### src/rtl/regfile_read_arbiter.sv
// rtl/regfile_read_arbiter.sv - round-robin arbiter sharing one register-file read port with a registered response slot
module regfile_read_arbiter #(
    parameter int NREQ  = 4,
    parameter int IDW   = 2,
    parameter int WIDTH = 64
) (
    input  logic                  clk,
    input  logic                  reset_n,
    input  logic [NREQ-1:0]       req_valid,
    input  logic [NREQ-1:0][4:0]  req_addr,
    output logic [NREQ-1:0]       req_ready,
    output logic [4:0]            rd_sel,
    input  logic [WIDTH-1:0]      rd_data,
    input  logic                  wr_en,
    input  logic [4:0]            wr_addr,
    input  logic [WIDTH-1:0]      wr_data,
    output logic                  rsp_valid,
    output logic [IDW-1:0]        rsp_id,
    output logic [WIDTH-1:0]      rsp_data,
    input  logic                  rsp_ready
);

    typedef enum logic {
        EMPTY = 1'b0,
        FULL  = 1'b1
    } state_t;

    state_t           state_q;
    state_t           state_d;
    logic [IDW-1:0]   ptr_q;
    logic [IDW-1:0]   cand;
    logic [IDW-1:0]   gidx;
    logic             grant_any;
    logic             stall;
    logic [4:0]       gaddr;
    logic [WIDTH-1:0] cap_data;

    assign stall = (state_q == FULL) && !rsp_ready;

    // Round-robin search starting at ptr; nothing is granted while stalled or in reset
    always_comb begin
        grant_any = 1'b0;
        gidx      = '0;
        cand      = '0;
        for (int k = 0; k < NREQ; k++) begin
            cand = IDW'((int'(ptr_q) + k) % NREQ);
            if (!grant_any && req_valid[cand]) begin
                grant_any = 1'b1;
                gidx      = cand;
            end
        end
        if (stall || !reset_n) begin
            grant_any = 1'b0;
        end
    end

    // Value to capture: XZR reads zero, a same-edge write to the granted register is forwarded
    always_comb begin
        gaddr = req_addr[gidx];
        if (gaddr == 5'd31) begin
            cap_data = '0;
        end else if (wr_en && (wr_addr == gaddr)) begin
            cap_data = wr_data;
        end else begin
            cap_data = rd_data;
        end
    end

    // Slot state register
    always_ff @(posedge clk) begin
        if (!reset_n) begin
            state_q <= EMPTY;
        end else begin
            state_q <= state_d;
        end
    end

    // Slot next state: a grant always refills; otherwise the slot stays full only while stalled
    always_comb begin
        state_d = EMPTY;
        if (grant_any) begin
            state_d = FULL;
        end else if (stall) begin
            state_d = FULL;
        end
    end

    // Slot outputs, one-hot grant and read-mux select
    always_comb begin
        rsp_valid = (state_q == FULL);
        req_ready = '0;
        rd_sel    = 5'd0;
        if (grant_any) begin
            req_ready[gidx] = 1'b1;
            rd_sel          = gaddr;
        end
    end

    // Response payload and round-robin pointer update on each grant
    always_ff @(posedge clk) begin
        if (!reset_n) begin
            ptr_q    <= '0;
            rsp_id   <= '0;
            rsp_data <= '0;
        end else if (grant_any) begin
            ptr_q    <= (gidx == IDW'(NREQ - 1)) ? '0 : gidx + IDW'(1);
            rsp_id   <= gidx;
            rsp_data <= cap_data;
        end
    end

endmodule

### config.mk
export PLATFORM = sky130hd
export DESIGN_NAME = regfile_read_arbiter
export DESIGN_NICKNAME = d
export VERILOG_FILES = /design/src/rtl/regfile_read_arbiter.sv
export SDC_FILE = /design/constraint.sdc
export NUM_CORES = 1
export LEC_CHECK = 0
export CAP_MARGIN = 30
export CORE_MARGIN = 2
export CORE_UTILIZATION = 36
export CTS_CLUSTER_SIZE = 40
export DETAILED_ROUTE_END_ITERATION = 10
export GPL_ROUTABILITY_DRIVEN = 1
export HOLD_SLACK_MARGIN = 0.05
export PLACE_DENSITY_LB_ADDON = 0.3
export SETUP_SLACK_MARGIN = 0.02
export SKIP_CTS_REPAIR_TIMING = 1
export SYNTH_ARGS = -nofsm -noshare
export SYNTH_HDL_FRONTEND = slang
export SYNTH_SLANG_ARGS = --single-unit
### constraint.sdc
create_clock -name clk -period 3.8 [get_ports clk]
set_clock_uncertainty 0.05 [all_clocks]
set_input_delay 1.14 -clock clk [delete_from_list [all_inputs] [get_ports clk]]
set_output_delay 1.14 -clock clk [all_outputs]
set_load 0.02 [all_outputs]
run_1/m2.png
(2 px per um)
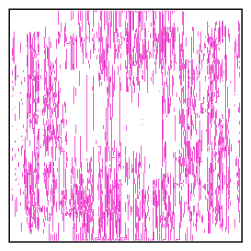
main direction: vertical
nets with wire on the layer: 884
longest straight run: 56.8 um
share of all routed wire: 51%
M2 GR Usage: 0.4144
routed vias: 5387
final WL: 17.18 mm

run_1/layers.png
(3 px per um)
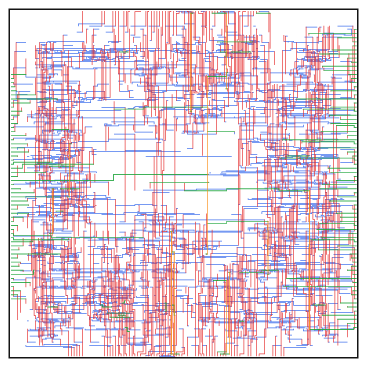
[red] M2 | wire length: 8680 um
[blue] M1 | wire length: 6970 um
[green] M3 | wire length: 1190 um
[orange] M4 | wire length: 339 um

==> flow_summary.ini, run 1 <==
; synthesis and place-and-route metrics
[run_status]
outcome = finished, violations left
violations = setup timing

[detailed_routing]
met1_length_mm = 6.971
drt-initial-drc-count = 382
post-route-drc-count = 0
postRouteAntennaNets = 0
dr.pass1.iters = 4
route.met3.wl_mm = 1.185
viasPerCell = 5.475
top_layer = met4
wl_per_cell_um = 17.46

[placed_design]
dp_cells = 952
dpl.hpwl_mm = 11.51
dpl_cell_area_um2 = 7360
port_buffers = 236
place.gp.congestion = 0.8364

[synth]
syn_inst = 548
ys_warn_count = 0
top_area_cell = dfxtp_1
synth.cell_area_um2 = 4489
synth_top_area_share = 0.3077
avgSynthCellArea_um2 = 8.192
ys_ff = 69
area_leaders = dfxtp_1 31%, o31a_1 12%, a221oi_2 12%
ys_cells = 548
top_cell = o21ai_0
synthFlopType = dfxtp_1
yosys.stat.seqShare = 0.3077
synth-edff-count = 0
synthTopCellsByCount = 74 x o21ai_0, 72 x nand2_1, 69 x dfxtp_1, 66 x inv_1, 62 x o31a_1
syn_nets = 713
yosys_area_um2 = 4489

[die]
die_area_um2 = 13380
die_width_um = 115.7
pin_count = 237
std_cell_rows = 40
initCoreUtil = 0.3707

[setup_path]
arrival_ps = 2680
worst-r2r-setup-slack_ps = 450
cp.required_ps = 2610
critPathCaptureType = output port
reg2reg_depth = 12
r2r_start = ptr_q[1]
critPathMaxFanout = 6
r2r_end = rsp_data[58]
worstSetupStartpointType = input port
cp-endpoint = rd_sel[3]
crit_start = req_valid[2]

[sta]
slew_violations = 0
hold_violations = 0
fin_ws_ps = -65.95
slew_headroom = 0.6499
fmax_ghz = 0.2587
min_period_over_period = 1.017
setup_viol = 7
finalCriticalPeriod_ps = 3866
rsz0062_at_grt = yes
hold_ws_ps = 432.0
tns_ps = -209.9
tightest_slew_ps = 525.2

[final_layout]
seq_share = 0.1690
dominant_cells = non-clock buffers
final_util = 0.6750
drive_above_1_share = 0.2294
fillers = 971
design_area_um2 = 8175
clock_cell_area_share = 0.03597
signal_buffers = 303
comb_area_frac = 0.3519
final_nets = 975
final-seq-area_um2 = 1381
diodes = 1
buffer_area_frac = 0.3861
syn2layout_area_growth_pct = 82.11
stdcell_count = 984
comb_cells = 360
layout_top_cell = clkdlybuf4s50_1

[hold_path]
hp-start = rsp_id[1]
holdCritPathClass = reg2reg
holdPathEnd = rsp_id[1]

[global_route]
grt_pass1_vias = 5212
track_usage = 0.2252
grt_first_pass_wirelength_mm = 24.26
antenna_found_initial = 1
overflow = 0

[power]
power_density_nw_per_um2 = 370.0
p_switching_w = 0.001026
leakagePower_nw = 3.105
p_seq_w = 0.000816
p_sw_frac = 0.3393
p_clk_w = 0.000838
vdd_drop_max_mv = 0.1905
internal_power_w = 0.001998
comb_power_w = 0.00137
power_leader = combinational cells
p_comb_frac = 0.453
clkPwrFrac = 0.277
p_seq_frac = 0.270

[clocking]
clkTransAtPathRegs_ps = 50
htree_levels = 3
cts.path.max_buffers = 2
cts_tree = yes

[job]
tool_warnings = 31
run_1/m3.png
(2 px per um)
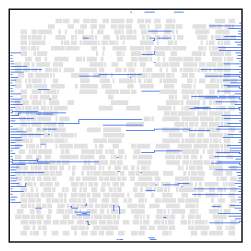
main direction: horizontal
longest straight run: 34.0 um
share of all routed wire: 6.9%
GRT met3 Usage: 0.05753

run_1/clock_nets.png
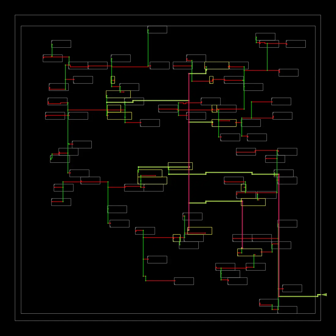
clk_lat worst skew: 330 ps
clkbuf count: 12
Clock Sinks: 69
CTS buffer count: 9
Flop Count: 69

## run 1: routing by layer
layer,vias to the layer above,GRT usage
li1,2574,-
met4,0,0.07381
met2,206,0.4144
met1,2581,0.2531
met5,-,0
met3,26,0.05753
## run 1: cells by family after synthesis
kind of cell,synth area share
mux,0.004459
simple gates,0.1318
buf+inv,0.1120
compound gates,0.4328
flops,0.3077
fa+ha+maj,0.01115
## run 1: worst max-delay path: stages
cell and delay [ps]:
buf_8 110, or4_4 550, o21ai_2 90, or3_4 190, inv_4 60, buf_6 130, buf_6 120, o21ai_4 60
a21oi_2 80, buf_4 160
## run 1: sequential cells by signal, indices dropped and copies added (netlist names)
signal     count
rsp_valid      1
rsp_data      64
rsp_id         2
ptr_q          2
==> inputs of run 2 (changes only) <==
Settings changed: CTS_CLUSTER_DIAMETER set to 120, GPL_TIMING_DRIVEN set to 0, MAX_ROUTING_LAYER set to met4.
run_2/m2.png
(2 px per um)
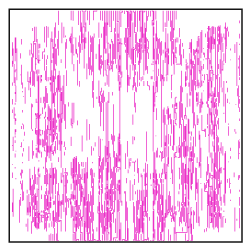
share of all routed wire: 50%
nets with wire on the layer: 877
longest straight run: 49.0 um

==> run 2 against run 1 <==
Against the previous run:
- the run still ends with setup timing left
- critical path depth is the same
- setup slack got worse by 180 ps
- maximum frequency fell by 4.4%
- largest power group unchanged
- non-clock buffer count is 2 higher
- design area shrank 2.1%
- sequential share of layout area grew 0.36 points
- first-iteration DRC count fell by 11%
- synthesized cell count stayed put
- routed wire length increased by 3.4%
- clock power down 2%
==> flow_summary.ini, run 2 <==
; synthesis and place-and-route metrics
[run_status]
outcome = finished, violations left
violations = setup timing

[final_layout]
clock_cell_area_share = 0.03516
stdcell_count = 984
final_nets = 977
layout_top_cell = clkdlybuf4s50_1
dominant_cells = non-clock buffers
reg_top3 = rsp_data: 64 flops, ptr_q: 2 flops, rsp_id: 2 flops
final-seq-area_um2 = 1381
final_util = 0.6611
fillers = 1040
largest_reg_flops = 64
design_area_um2 = 8006
n_clock_buffer = 10
comb_area_frac = 0.3647
diodes = 0
largest-register = rsp_data
seq_share = 0.1725
drive_above_1_share = 0.2059
flops = 69
buffer_area_frac = 0.3696
syn2layout_area_growth_pct = 78.34
comb_cells = 360

[setup_path]
worst_path_most_repeated_cell = buf_8
crit_start = req_valid[2]
arrival_ps = 2850
reg2reg_depth = 12
cp.required_ps = 2610
cp_cell_sequence = buf_8 -> or4_4 -> o21ai_2 -> or3_4 -> inv_4 -> buf_8 -> a211oi_4 -> or2_4 -> nor2_4 -> buf_6
critPathMaxFanout = 5
worst-r2r-setup-slack_ps = 470
crit_path_top_delay_cell = or4_4
r2r_end = rsp_data[47]
critPathCaptureType = output port
crit_path_max_incr_delay_ps = 550
r2r_start = ptr_q[1]
worstSetupStartpointType = input port

[power]
leakagePower_nw = 2.970
p_clk_w = 0.000822
power_density_nw_per_um2 = 368.8
p_switching_w = 0.001049
comb_power_w = 0.00131
power_leader = combinational cells
p_sw_frac = 0.3552
p_comb_frac = 0.445
internal_power_w = 0.001904
p_seq_w = 0.000818
p_seq_frac = 0.277

[job]
tool_warnings = 31

[global_route]
grt_pass1_vias = 5106
grt_use_met1 = 0.2996
grt_first_pass_wirelength_mm = 25.21
track_usage = 0.2446
use_met3 = 0.05021
overflow = 0
grt.busiest_layer = met2
antenna_found_initial = 0
grtUsageMet2 = 0.4070

[detailed_routing]
dr.pass1.iters = 5
drt-initial-drc-count = 340
met1_length_mm = 7.314
route.met3.wl_mm = 1.153
wl_per_cell_um = 18.06
postRouteAntennaNets = 0
post-route-drc-count = 0
viasPerCell = 5.494
top_layer = met4

[placed_design]
dpl_cell_area_um2 = 7071
port_buffers = 236
dpl.hpwl_mm = 12.41
dp_cells = 952

[sta]
rsz0062_at_grt = yes
hold_violations = 0
slew_violations = 0
tns_ps = -1824
fmax_ghz = 0.2474
hold_ws_ps = 440.6
finalCriticalPeriod_ps = 4042
setup_viol = 41
fin_ws_ps = -242.2
tightest_slew_ps = 731.5
slew_headroom = 0.5124

[clocking]
clock_latency_ps = 320
cts_buffers = 9
htree_levels = 3
cts.path.max_buffers = 2
cts_tree = yes
clkTransAtPathRegs_ps = 50
cts_sinks = 69

[die]
die_area_um2 = 13380
std_cell_rows = 40
pin_count = 237
die_width_um = 115.7
initCoreUtil = 0.3707

[synth]
synthFlopType = dfxtp_1
area_leaders = dfxtp_1 31%, o31a_1 12%, a221oi_2 12%
synthTopCellsByCount = 74 x o21ai_0, 72 x nand2_1, 69 x dfxtp_1, 66 x inv_1, 62 x o31a_1
avgSynthCellArea_um2 = 8.192
synth.cell_area_um2 = 4489
syn_nets = 713
synth_top_area_share = 0.3077
synth-edff-count = 0
ys_warn_count = 0
ys_cells = 548
top_cell = o21ai_0
syn_inst = 548
ys_sh_mux = 0.004459
xor_share = 0
yosys.area_share.simple = 0.1318
yosys_area_um2 = 4489
fa_ha_area_frac = 0.01115
ys_ff = 69
top_area_cell = dfxtp_1
synthTopLogicFamily = AND-OR/OR-AND gates

[hold_path]
holdCritPathClass = reg2reg
run_2/floorplan.png
(3 px per um) Pins as bars on the die edge. Tap cells in grey.
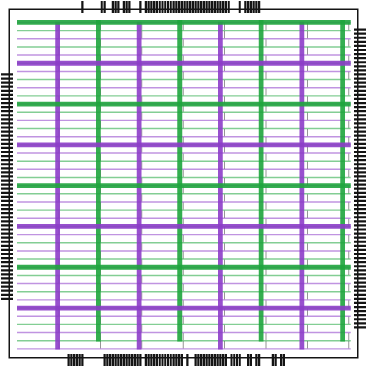
[purple] VSS
[green] VDD
met1 rails: 41
met5 straps: 8
tap cells: 168
signal pins: 237
maximum VDD drop: 0.2056 mV
Die H: 115.7 um
Core Box Area: 12110 um^2

-- run 2: netlist changes by cell type in the layout (fill, tap and decap cells not counted), sizes merged --
cell / change
diode: -1
buf: -30
clkinv: +1
clkbuf: +30
-- run 2: critical path, delay by kind of cell --
kind	cells	cell delay [ps]
buf+inv	4	420
compound gates	2	340
simple gates	4	960
-- run 2: worst min path at each step --
stage | from | to | slack [ps] | depth (start not counted)
after floorplan | ptr_q[1] | ptr_q[1] | 430 | 2
after global placement | rsp_id[1] | rsp_id[1] | 410 | 2
after detailed placement | rsp_id[1] | rsp_id[1] | 430 | 2
after CTS | rsp_id[1] | rsp_id[1] | 430 | 2
after global routing | rsp_data[18] | rsp_data[18] | 470 | 2
final | rsp_id[1] | rsp_id[1] | 440 | 2
Power figures rest on the tool's default switching activity, not on a simulated workload.
